==> config.mk <==
export PLATFORM = sky130hd
export DESIGN_NAME = ahb_data_arbiter
export DESIGN_NICKNAME = d
export VERILOG_FILES = /design/src/rtl/ahb_arb_pkg.sv /design/src/rtl/ahb_req_buffer.sv /design/src/rtl/ahb_data_arbiter.sv
export SDC_FILE = /design/constraint.sdc
export NUM_CORES = 1
export LEC_CHECK = 0
export CAP_MARGIN = 20
export CORE_ASPECT_RATIO = 0.5
export CORE_MARGIN = 2
export CORE_UTILIZATION = 45
export CTS_CLUSTER_DIAMETER = 80
export DETAILED_ROUTE_END_ITERATION = 6
export PLACE_DENSITY_LB_ADDON = 0.25
export SLEW_MARGIN = 15
export SYNTH_ARGS = -nofsm -noshare
export SYNTH_HDL_FRONTEND = slang
export SYNTH_HIERARCHICAL = 1
export SYNTH_SLANG_ARGS = --single-unit
==> constraint.sdc <==
create_clock -name HCLK -period 2.7 [get_ports HCLK]
set_input_delay 0.27 -clock HCLK [delete_from_list [all_inputs] [get_ports HCLK]]
set_output_delay 0.27 -clock HCLK [all_outputs]
set_load 0.01 [all_outputs]
==> src/rtl/ahb_arb_pkg.sv <==
// Shared constants, request record and arbitration helper for the
// two-master AHB-Lite data-side arbiter.
package ahb_arb_pkg;

    localparam logic [1:0] HTRANS_IDLE   = 2'b00;
    localparam logic [1:0] HTRANS_NONSEQ = 2'b10;

    localparam logic M0 = 1'b0;
    localparam logic M1 = 1'b1;

    localparam int ARB_ROUND_ROBIN = 0;
    localparam int ARB_FIXED       = 1;

    localparam int REQ_ADDR_W = 32;

    typedef struct packed {
        logic [REQ_ADDR_W-1:0] addr;
        logic                  write;
        logic [2:0]            size;
    } ahb_req_t;

    // Under contention the master that did not win last time goes next,
    // unless fixed priority hands every tie to master 0.
    function automatic logic pick_winner(input logic req0, input logic req1,
                                         input logic last_grant, input logic fixed_prio);
        logic win;
        if (req0 && req1) begin
            win = fixed_prio ? M0 : ~last_grant;
        end else if (req1) begin
            win = M1;
        end else begin
            win = M0;
        end
        return win;
    endfunction

endpackage

==> src/rtl/ahb_req_buffer.sv <==
// One-entry holding register for an address phase that was accepted from a
// master but could not be issued to the slave in the same cycle.
module ahb_req_buffer
    import ahb_arb_pkg::*;
#(
    parameter int ADDR_W = 32
) (
    input  logic              clk,
    input  logic              reset,
    input  logic              capture,
    input  logic              issue,
    input  logic [ADDR_W-1:0] addr_in,
    input  logic              write_in,
    input  logic [2:0]        size_in,
    output logic              pend,
    output logic [ADDR_W-1:0] addr,
    output logic              write,
    output logic [2:0]        size
);

    // capture and issue never coincide: capture needs an empty entry and
    // issue needs a full one.
    always_ff @(posedge clk) begin
        if (reset) begin
            pend  <= 1'b0;
            addr  <= '0;
            write <= 1'b0;
            size  <= 3'b000;
        end else if (capture) begin
            pend  <= 1'b1;
            addr  <= addr_in;
            write <= write_in;
            size  <= size_in;
        end else if (issue) begin
            pend  <= 1'b0;
        end
    end

endmodule

==> src/rtl/ahb_data_arbiter.sv <==
// Two-master AHB-Lite arbiter sharing the data-side slave: live pass-through,
// per-master one-entry buffering and data-phase ownership tracking.
module ahb_data_arbiter
    import ahb_arb_pkg::*;
#(
    parameter int ADDR_W     = 32,
    parameter int DATA_W     = 32,
    parameter int FIXED_PRIO = 0
) (
    input  logic              HCLK,
    input  logic              HRESET,
    input  logic [ADDR_W-1:0] HADDR_M0,
    input  logic [ADDR_W-1:0] HADDR_M1,
    input  logic [1:0]        HTRANS_M0,
    input  logic [1:0]        HTRANS_M1,
    input  logic              HWRITE_M0,
    input  logic              HWRITE_M1,
    input  logic [2:0]        HSIZE_M0,
    input  logic [2:0]        HSIZE_M1,
    input  logic [DATA_W-1:0] HWDATA_M0,
    input  logic [DATA_W-1:0] HWDATA_M1,
    output logic [DATA_W-1:0] HRDATA_M0,
    output logic [DATA_W-1:0] HRDATA_M1,
    output logic              HREADY_M0,
    output logic              HREADY_M1,
    output logic              HRESP_M0,
    output logic              HRESP_M1,
    output logic [ADDR_W-1:0] HADDR,
    output logic [1:0]        HTRANS,
    output logic              HWRITE,
    output logic [2:0]        HSIZE,
    output logic [DATA_W-1:0] HWDATA,
    input  logic [DATA_W-1:0] HRDATA,
    input  logic              HREADYOUT,
    input  logic              HRESP,
    output logic              HMASTER
);

    logic              pend0, pend1;
    logic [ADDR_W-1:0] buf_addr0, buf_addr1;
    logic              buf_write0, buf_write1;
    logic [2:0]        buf_size0, buf_size1;

    logic              dph_valid;
    logic              dph_owner;
    logic              last_grant;
    logic [ADDR_W-1:0] held_addr;
    logic              held_write;
    logic [2:0]        held_size;

    logic              ready0, ready1;
    logic              live0, live1;
    logic              req0, req1;
    logic              grant, winner;
    logic              capture0, capture1, issue0, issue1;
    logic [ADDR_W-1:0] src_addr0, src_addr1, win_addr;
    logic              src_write0, src_write1, win_write;
    logic [2:0]        src_size0, src_size1, win_size;

    // Only HTRANS[1] distinguishes IDLE from NONSEQ for these masters.
    logic unused_trans_bits;
    assign unused_trans_bits = HTRANS_M0[0] ^ HTRANS_M1[0];

    // A master is stalled while it has a buffered entry, and otherwise
    // follows the slave only while it owns the data phase.
    always_comb begin
        ready0 = 1'b1;
        ready1 = 1'b1;
        if (!HRESET) begin
            if (pend0) begin
                ready0 = 1'b0;
            end else if (dph_valid && dph_owner == M0) begin
                ready0 = HREADYOUT;
            end
            if (pend1) begin
                ready1 = 1'b0;
            end else if (dph_valid && dph_owner == M1) begin
                ready1 = HREADYOUT;
            end
        end
    end

    assign live0 = HTRANS_M0[1] & ready0 & ~pend0;
    assign live1 = HTRANS_M1[1] & ready1 & ~pend1;
    assign req0  = pend0 | live0;
    assign req1  = pend1 | live1;

    assign src_addr0  = pend0 ? buf_addr0  : HADDR_M0;
    assign src_write0 = pend0 ? buf_write0 : HWRITE_M0;
    assign src_size0  = pend0 ? buf_size0  : HSIZE_M0;
    assign src_addr1  = pend1 ? buf_addr1  : HADDR_M1;
    assign src_write1 = pend1 ? buf_write1 : HWRITE_M1;
    assign src_size1  = pend1 ? buf_size1  : HSIZE_M1;

    assign grant  = HREADYOUT & (req0 | req1) & ~HRESET;
    assign winner = pick_winner(req0, req1, last_grant, FIXED_PRIO == ARB_FIXED);

    assign win_addr  = (winner == M1) ? src_addr1  : src_addr0;
    assign win_write = (winner == M1) ? src_write1 : src_write0;
    assign win_size  = (winner == M1) ? src_size1  : src_size0;

    assign capture0 = live0 & ~(grant & (winner == M0));
    assign capture1 = live1 & ~(grant & (winner == M1));
    assign issue0   = pend0 & grant & (winner == M0);
    assign issue1   = pend1 & grant & (winner == M1);

    ahb_req_buffer #(.ADDR_W(ADDR_W)) u_buf0 (
        .clk      (HCLK),
        .reset    (HRESET),
        .capture  (capture0),
        .issue    (issue0),
        .addr_in  (HADDR_M0),
        .write_in (HWRITE_M0),
        .size_in  (HSIZE_M0),
        .pend     (pend0),
        .addr     (buf_addr0),
        .write    (buf_write0),
        .size     (buf_size0)
    );

    ahb_req_buffer #(.ADDR_W(ADDR_W)) u_buf1 (
        .clk      (HCLK),
        .reset    (HRESET),
        .capture  (capture1),
        .issue    (issue1),
        .addr_in  (HADDR_M1),
        .write_in (HWRITE_M1),
        .size_in  (HSIZE_M1),
        .pend     (pend1),
        .addr     (buf_addr1),
        .write    (buf_write1),
        .size     (buf_size1)
    );

    // last_grant starts at M1 so master 0 takes the first tie after reset.
    always_ff @(posedge HCLK) begin
        if (HRESET) begin
            last_grant <= M1;
            dph_valid  <= 1'b0;
            dph_owner  <= M0;
            held_addr  <= '0;
            held_write <= 1'b0;
            held_size  <= 3'b000;
        end else begin
            if (grant) begin
                last_grant <= winner;
                held_addr  <= win_addr;
                held_write <= win_write;
                held_size  <= win_size;
            end
            if (HREADYOUT) begin
                dph_valid <= grant;
                if (grant) begin
                    dph_owner <= winner;
                end
            end
        end
    end

    assign HTRANS = grant ? HTRANS_NONSEQ : HTRANS_IDLE;
    assign HADDR  = grant ? win_addr  : held_addr;
    assign HWRITE = grant ? win_write : held_write;
    assign HSIZE  = grant ? win_size  : held_size;

    assign HWDATA    = (dph_owner == M1) ? HWDATA_M1 : HWDATA_M0;
    assign HRDATA_M0 = HRDATA;
    assign HRDATA_M1 = HRDATA;
    assign HREADY_M0 = ready0;
    assign HREADY_M1 = ready1;
    assign HRESP_M0  = ~HRESET & dph_valid & (dph_owner == M0) & HRESP;
    assign HRESP_M1  = ~HRESET & dph_valid & (dph_owner == M1) & HRESP;
    assign HMASTER   = HRESET ? M0 : dph_owner;

endmodule
==> out/qor.yml, run 1 <==
status: "finished, final reports clean"
post-route-min-period_ns: 2.595
n_all_buffers: 247
busiest_layer: "met2"
synth-main-ff-cell: "dfxtp_1"
finalSetupViolCount: 0
met2_usage_pct: 40.71
inverters_excl_clock: 4
hold_path_class: "in2reg"
nMultiInputCombCells: 429
max-clock-path-buffers: 2
clock_tree_from_tritoncts: "yes"
mappedNetlistArea_um2: 6514
leakage_nw: 3.293
ys_seq_share_pct: 34.73
groute.usage.overall_pct: 24.40
met3_usage_in_global_routing_pct: 4.804
finish.net_count: 988
comb_power_share_pct: 24.5
finalCritPeriodShare_pct: 96.12
proportion_of_layout_cells_with_a_drive_suffix_above_1_pct: 13.33
ys_sh_mux_pct: 22.13
crit_required_ns: 2.43
clockBufferCount: 21
cts_resized: 1
crit_path_end_kind: "output port"
first_pass_grt_wire_length_mm: 29.85
yosys-stat-area_um2: 6514
synth.cellmix.simpleShare_pct: 10.56
detail_route.iter0.violations: 492
post-layout-total-power_mw: 5.387
cts-root-buf: "clkbuf_16"
area.sequential_um2: 2265
area.combinational_um2: 3344
cts_hold_buffers: 0
gpl.final_weighted_congestion: 0.7856
core_util_floorplan_pct: 45.51
floorplan.die.height_um: 89.08
syn-instance-count: 676
ios: 315
detail_route.vias_per_cell: 5.640
asyncSetResetFlopFracSynth_pct: 0
timing.slew.headroom_pct: 56.18
most_frequent_cells_after_synthesis: "dfxtp_1, mux2i_1, nor2_1, buf_4, o221ai_1"
worst-setup-path-type: "in2out"
top_cell_area_share_pct: 34.73
wp_data_arrival_ns: 2.33
biggestCellCategory: "combinational gates"
postLayoutSetupSlackWorst_ns: 0.1046
combAreaFraction_pct: 37.44
design_area_um2: 8932
finish.cell_count_without_fillers: 1023
number_of_global_route_vias_before_repair: 5435
clock.fmax_mhz: 385.3
dpl-instance-area_um2: 8322
floorplan.tapcells: 198
number_of_synthesized_flops_with_an_enable_pin: 0
seqAreaFraction_pct: 25.35
pwr.group.combinational_mw: 1.32
final_layout_top_logic_cells: "clkdlybuf4s50_1, dfxtp_1, mux2i_1, nor2_1, o221ai_1"
holdWs_ns: 0.2309
area_growth_pct: 37.13
syn_area_per_cell_um2: 9.636
num_antenna_cells: 0
setup_total_negative_slack_ns: 0
run 1: worst max-delay path, stage by stage:
cell and delay [ns]:
clkdlybuf4s50_1 0.48, and2b_1 0.25, nand3_2 0.23, buf_12 0.24, o221ai_1 0.24, clkdlybuf4s50_1 0.61
run 1: final timing paths:
kind / endpoint / slack [ns] / cells past startpoint / from
worst max-delay path: HSIZE[0] / 0.10 / 6 / HREADYOUT
worst min register to register: u_buf0/size[2] / 0.49 / 2 / u_buf0/size[2]
worst min-delay path: dph_owner / 0.23 / 4 / HRESET
worst max register to register: u_buf1/addr[11] / 0.87 / 7 / u_buf0/pend
run 1: metal layers:
metal,vias to the layer above,wire (um)
li1,2719,-
met1,2817,9086
met3,10,1275
met4,0,100
met2,224,9672
met5,-,0
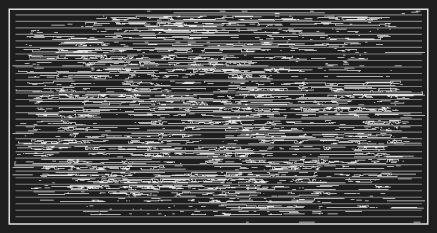
*M1 wires, run 1*
Supply wires on this layer in grey.
889 nets have wire on it. The layer carries 9090 um of wire. The longest straight run is 63.0 um. The layer holds 45% of the routed length.
global routing usage on met1: 33.29%
total via count after detailed routing: 5770
wire length reported by the detailed router: 20.13 mm

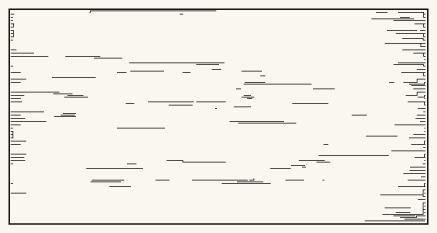
*M3 wires, run 1*
The layer holds 6.3% of the routed length. The longest straight run is 52.4 um. The layer carries 1280 um of wire. 111 nets have wire on it.

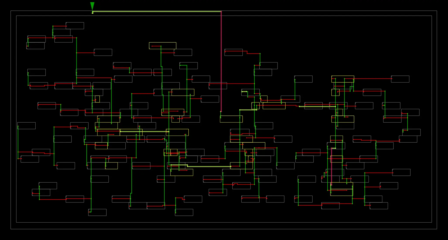
*The clock network, run 1*
seq_cells: 113
clock network power: 2.19 mW
clock latency on the worst-skew pair: 0.40 ns

--- run 2 (diff from run 1) ---
--- a/config.mk
+++ b/config.mk
@@ -7,7 +7,6 @@
 export LEC_CHECK = 0
 export CAP_MARGIN = 20
 export CORE_ASPECT_RATIO = 0.5
-export CORE_MARGIN = 2
 export CORE_UTILIZATION = 45
 export CTS_CLUSTER_DIAMETER = 80
 export DETAILED_ROUTE_END_ITERATION = 6
==> out/qor.yml, run 2 <==
most_frequent_cells_after_synthesis: "dfxtp_1, mux2i_1, nor2_1, buf_4, o221ai_1"  # unchanged
cts_hold_buffers: 0  # unchanged
status: "finished, final reports clean"  # unchanged
proportion_of_layout_cells_with_a_drive_suffix_above_1_pct: 12.45  # was 13.33%
hold_path_class: "in2reg"  # unchanged
worst_hold_startpoint: "HRESET"  # unchanged
gpl.final_weighted_congestion: 0.7982  # was 0.7856
leakage_nw: 3.263  # was 3.293 nW
core_util_floorplan_pct: 47.03  # was 45.51%
cp-endpoint: "HADDR[2]"  # was HSIZE[0]
groute.usage.overall_pct: 26.20  # was 24.40%
seq_cells: 113  # unchanged
cp_cell_sequence: "o21ai_1 > nand2_2 > buf_4 > o221ai_1 > clkdlybuf4s50_1"  # was clkdlybuf4s50_1 > and2b_1 > nand3_2 > buf_12 > o221ai_1 > clkdlybuf4s50_1
cp.depth: 5  # was 6
reg2reg_depth: 6  # was 7
floorplan.tapcells: 192  # was 198
rr_endpoint: "u_buf0/addr[28]"  # was u_buf1/addr[11]
synth-main-ff-cell: "dfxtp_1"  # unchanged
nMultiInputCombCells: 429  # unchanged
finalSetupViolCount: 0  # unchanged
cts_resized: 0  # was 1
worst-setup-path-type: "reg2out"  # was in2out
first_pass_grt_wire_length_mm: 30.16  # was 29.85 mm
crit_path_end_kind: "output port"  # unchanged
max-clock-path-buffers: 2  # unchanged
wp_data_arrival_ns: 2.32  # was 2.33 ns
inverters_excl_clock: 4  # unchanged
largest_stage_delay_on_the_critical_path_ns: 0.60  # was 0.61 ns
clockBufferCount: 18  # was 21
num_antenna_cells: 0  # unchanged
number_of_buffers_and_inverters_on_the_critical_path: 2  # was 3
worst_path_dominant_cell_family: "buffers and inverters"  # unchanged
post-route-min-period_ns: 2.591  # was 2.595 ns
area.combinational_um2: 3336  # was 3344 um2
area.sequential_um2: 2265  # unchanged
worst_hold_path.endpoint: "u_buf1/addr[30]"  # was dph_owner
syn_area_per_cell_um2: 9.636  # unchanged
clock_latency_on_the_worst_skew_pair_ns: 0.42  # was 0.40 ns
setup_total_negative_slack_ns: 0  # unchanged
design_area_um2: 8901  # was 8932 um2
ys_seq_share_pct: 34.73  # unchanged
mappedNetlistArea_um2: 6514  # unchanged
finish.cell_count_without_fillers: 1011  # was 1023
pwr.group.combinational_mw: 1.32  # about the same
h_tree_level_count: 4  # unchanged
finish.net_count: 982  # was 988
final_layout_top_logic_cells: "clkdlybuf4s50_1, dfxtp_1, mux2i_1, nor2_1, o221ai_1"  # unchanged
n_all_buffers: 241  # was 247
dpl-instance-area_um2: 8282  # was 8322 um2
area_growth_pct: 36.65  # was 37.13%
top_cell_type_by_instance_count_after_synthesis: "dfxtp_1"  # unchanged
min_delay_path_depth: 3  # was 4
finalCritPeriodShare_pct: 95.95  # was 96.12%
detail_route.vias_per_cell: 5.742  # was 5.640
number_of_synthesized_flops_with_an_enable_pin: 0  # unchanged
crit_required_ns: 2.43  # about the same
clock.fmax_mhz: 386.0  # was 385.3 MHz
cts-root-buf: "clkbuf_16"  # unchanged
timing.slew.headroom_pct: 57.07  # was 56.18%
timing.critical_path.from: "u_buf0/pend"  # was HREADYOUT
worst-r2r-setup-slack_ns: 0.80  # was 0.87 ns
top_cell_area_share_pct: 34.73  # unchanged
clock_tree_from_tritoncts: "yes"  # unchanged
floorplan.die.height_um: 87.08  # was 89.08 um
p_clk_mw: 2.35  # was 2.19 mW
holdWs_ns: 0.4707  # was 0.2309 ns
comb_power_share_pct: 23.8  # was 24.5%
biggestCellCategory: "combinational gates"  # unchanged
combAreaFraction_pct: 37.48  # was 37.44%
==> run 2: cell counts after synthesis <==
No cell type changed its count.
==> run 2: routing by layer <==
metal,GRT usage (%),routed length [um],vias up
met3,5.725,1291,34
met1,33.46,8998,2826
met4,9.332,320,0
met2,43.73,9587,235
li1,-,-,2710
met5,0,0,-
==> run 2: cell families after synthesis <==
kind of cell    count (synthesis)  share of synthesized area [%]
compound gates                156                          18.02
mux                           140                          22.13
buf+inv                       134                          14.50
simple gates                  132                          10.56
flops                         113                          34.73
other cells                     1                        0.05757
==> run 2: through the flow <==
step	total power, mW	worst slack (ns)
after floorplan	2.709	0.9119
after global placement	3.181	0.1200
after detailed placement	3.210	0.1089
after CTS	5.552	0.04407
after global routing	5.745	0.01353
final	5.541	0.1094
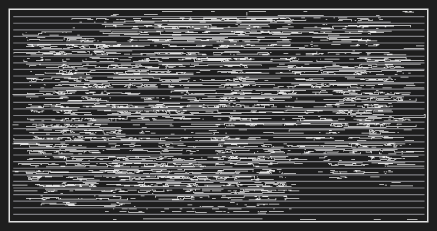
*M1 wires, run 2*
Supply wires on this layer in grey.
The layer carries 9000 um of wire. The longest straight run is 49.2 um.
global routing usage on met1: 33.46%
total via count after detailed routing: 5805
wire length reported by the detailed router: 20.20 mm

--- run 3 (diff from run 2) ---
--- a/config.mk
+++ b/config.mk
@@ -5,7 +5,6 @@
 export SDC_FILE = /design/constraint.sdc
 export NUM_CORES = 1
 export LEC_CHECK = 0
-export CAP_MARGIN = 20
 export CORE_ASPECT_RATIO = 0.5
 export CORE_UTILIZATION = 45
 export CTS_CLUSTER_DIAMETER = 80
@@ -16,3 +15,4 @@
 export SYNTH_HDL_FRONTEND = slang
 export SYNTH_HIERARCHICAL = 1
 export SYNTH_SLANG_ARGS = --single-unit
+export TNS_END_PERCENT = 5
==> out/qor.yml, run 3 <==
number_of_synthesized_flops_with_an_enable_pin: 0  # unchanged
finish.net_count: 982  # unchanged
design_area_um2: 8901  # unchanged
timing.clock.skew_ns: 0.01204  # unchanged
crit_path_end_kind: "output port"  # unchanged
holdWs_ns: 0.4707  # unchanged
top_cell_area_share_pct: 34.73  # unchanged
mappedNetlistArea_um2: 6514  # unchanged
top_cell_type_by_instance_count_after_synthesis: "dfxtp_1"  # unchanged
gr-total-overflow: 0  # unchanged
finalSetupViolCount: 0  # unchanged
ys_sh_xor_pct: 0  # unchanged
cp-endpoint: "HADDR[2]"  # unchanged
floorplan.die.height_um: 87.08  # unchanged
worst_hold_startpoint: "HRESET"  # unchanged
cts_resized: 0  # unchanged
grt.met1_usage_pct: 33.46  # unchanged
timing.rr.start: "u_buf1/pend"  # unchanged
area_growth_pct: 36.65  # unchanged
aoi_share_pct: 18.02  # unchanged
timing.slew.headroom_pct: 57.07  # unchanged
cts.sink_count: 113  # unchanged
most_frequent_cells_after_synthesis: "dfxtp_1, mux2i_1, nor2_1, buf_4, o221ai_1"  # unchanged
timing.critical_path.from: "u_buf0/pend"  # unchanged
hold_path_class: "in2reg"  # unchanged
ios: 315  # unchanged
met2_usage_pct: 43.73  # unchanged
syn_area_per_cell_um2: 9.636  # unchanged
highest-signal-layer: "met4"  # unchanged
pwr.group.combinational_mw: 1.32  # about the same
status: "finished, final reports clean"  # unchanged
ys_seq_share_pct: 34.73  # unchanged
core_util_floorplan_pct: 47.03  # unchanged
gpl.final_weighted_congestion: 0.7982  # unchanged
rr_endpoint: "u_buf0/addr[28]"  # unchanged
routed_length_on_met1_mm: 8.998  # unchanged
busiest_layer: "met2"  # unchanged
ys_sh_mux_pct: 22.13  # unchanged
cts_hold_buffers: 0  # unchanged
dp_slack_ns: 0.1089  # unchanged
cts-root-buf: "clkbuf_16"  # unchanged
leakage_nw: 3.263  # unchanged
synth-main-ff-cell: "dfxtp_1"  # unchanged
detail_route.iter0.violations: 474  # unchanged
h_tree_level_count: 4  # unchanged
asyncSetResetFlopFracSynth_pct: 0  # unchanged
worst_hold_path.endpoint: "u_buf1/addr[30]"  # unchanged
synthesis.nets: 852  # unchanged
groute.usage.overall_pct: 26.20  # unchanged
wp_data_arrival_ns: 2.32  # about the same
drt-pass1-iter-count: 4  # unchanged
synth.cellmix.simpleShare_pct: 10.56  # unchanged
crit_required_ns: 2.43  # about the same
yosys-stat-area_um2: 6514  # unchanged
detail_route.vias_per_cell: 5.742  # unchanged
syn-instance-count: 676  # unchanged
number_of_global_route_vias_before_repair: 5675  # unchanged
post-route-min-period_ns: 2.591  # unchanged
route.final.wire_length_mm: 20.20  # unchanged
p_clk_mw: 2.35  # about the same
finalCritPeriodShare_pct: 95.95  # unchanged
setup_total_negative_slack_ns: 0  # unchanged
max-clock-path-buffers: 2  # unchanged
num_antenna_cells: 0  # unchanged
min_delay_path_depth: 3  # unchanged
worst-setup-path-type: "reg2out"  # unchanged
final_layout_top_logic_cells: "clkdlybuf4s50_1, dfxtp_1, mux2i_1, nor2_1, o221ai_1"  # unchanged
dpl-instance-area_um2: 8282  # unchanged
clock.fmax_mhz: 386.0  # unchanged
synthTopLogicFamily: "multiplexers"  # unchanged
postLayoutSetupSlackWorst_ns: 0.1094  # unchanged
comb_power_share_pct: 23.8  # about the same
clock_latency_on_the_worst_skew_pair_ns: 0.42  # about the same
first_pass_grt_wire_length_mm: 30.16  # unchanged
met2_wirelength_mm: 9.587  # unchanged
num_vias: 5805  # unchanged
clock_tree_from_tritoncts: "yes"  # unchanged
adder_share_pct: 0  # unchanged
worst-r2r-setup-slack_ns: 0.80  # about the same
met3_usage_in_global_routing_pct: 5.725  # unchanged
seq_cell_power_mw: 1.88  # about the same
coreArea_um2: 13850  # unchanged
==> run 3: cell counts after synthesis <==
No cell type changed its count.
==> run 3: cell type report <==
cell class	instances	area, um2	share of cell area, %
multi-input cells	429	3336	37.48
repair buffers	241	2436	27.37
flip-flops and latches	113	2265	25.44
clock buffers	18	429.2	4.821
well taps	192	240.2	2.699
clock inverters	14	180.2	2.024
inverters	4	15.01	0.1687
==> run 3: worst max-delay path: stages, from the launching register on <==
cell             delay, ns
dfxtp_2               0.36
o21ai_1               0.21
nand2_2               0.19
buf_4                 0.26
o221ai_1              0.28
clkdlybuf4s50_1       0.60
==> run 3: per-stage QoR <==
stage,total power [mW],util [%],instances
finish,5.541,64.26,1011
global route,5.745,64.26,1011
CTS,5.552,64.19,1011
detailed placement,3.210,59.79,979
global placement,3.181,59.79,979
floorplan,2.709,-,676
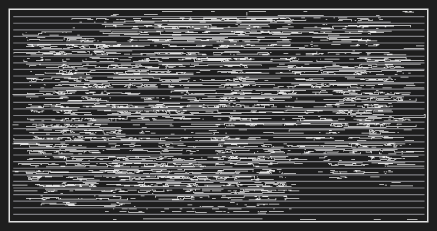
*M1 wires, run 3*
Supply wires on this layer in grey.
The longest straight run is 49.2 um. The wires run mostly horizontal.

Power figures rest on the tool's default switching activity, not on a simulated workload.
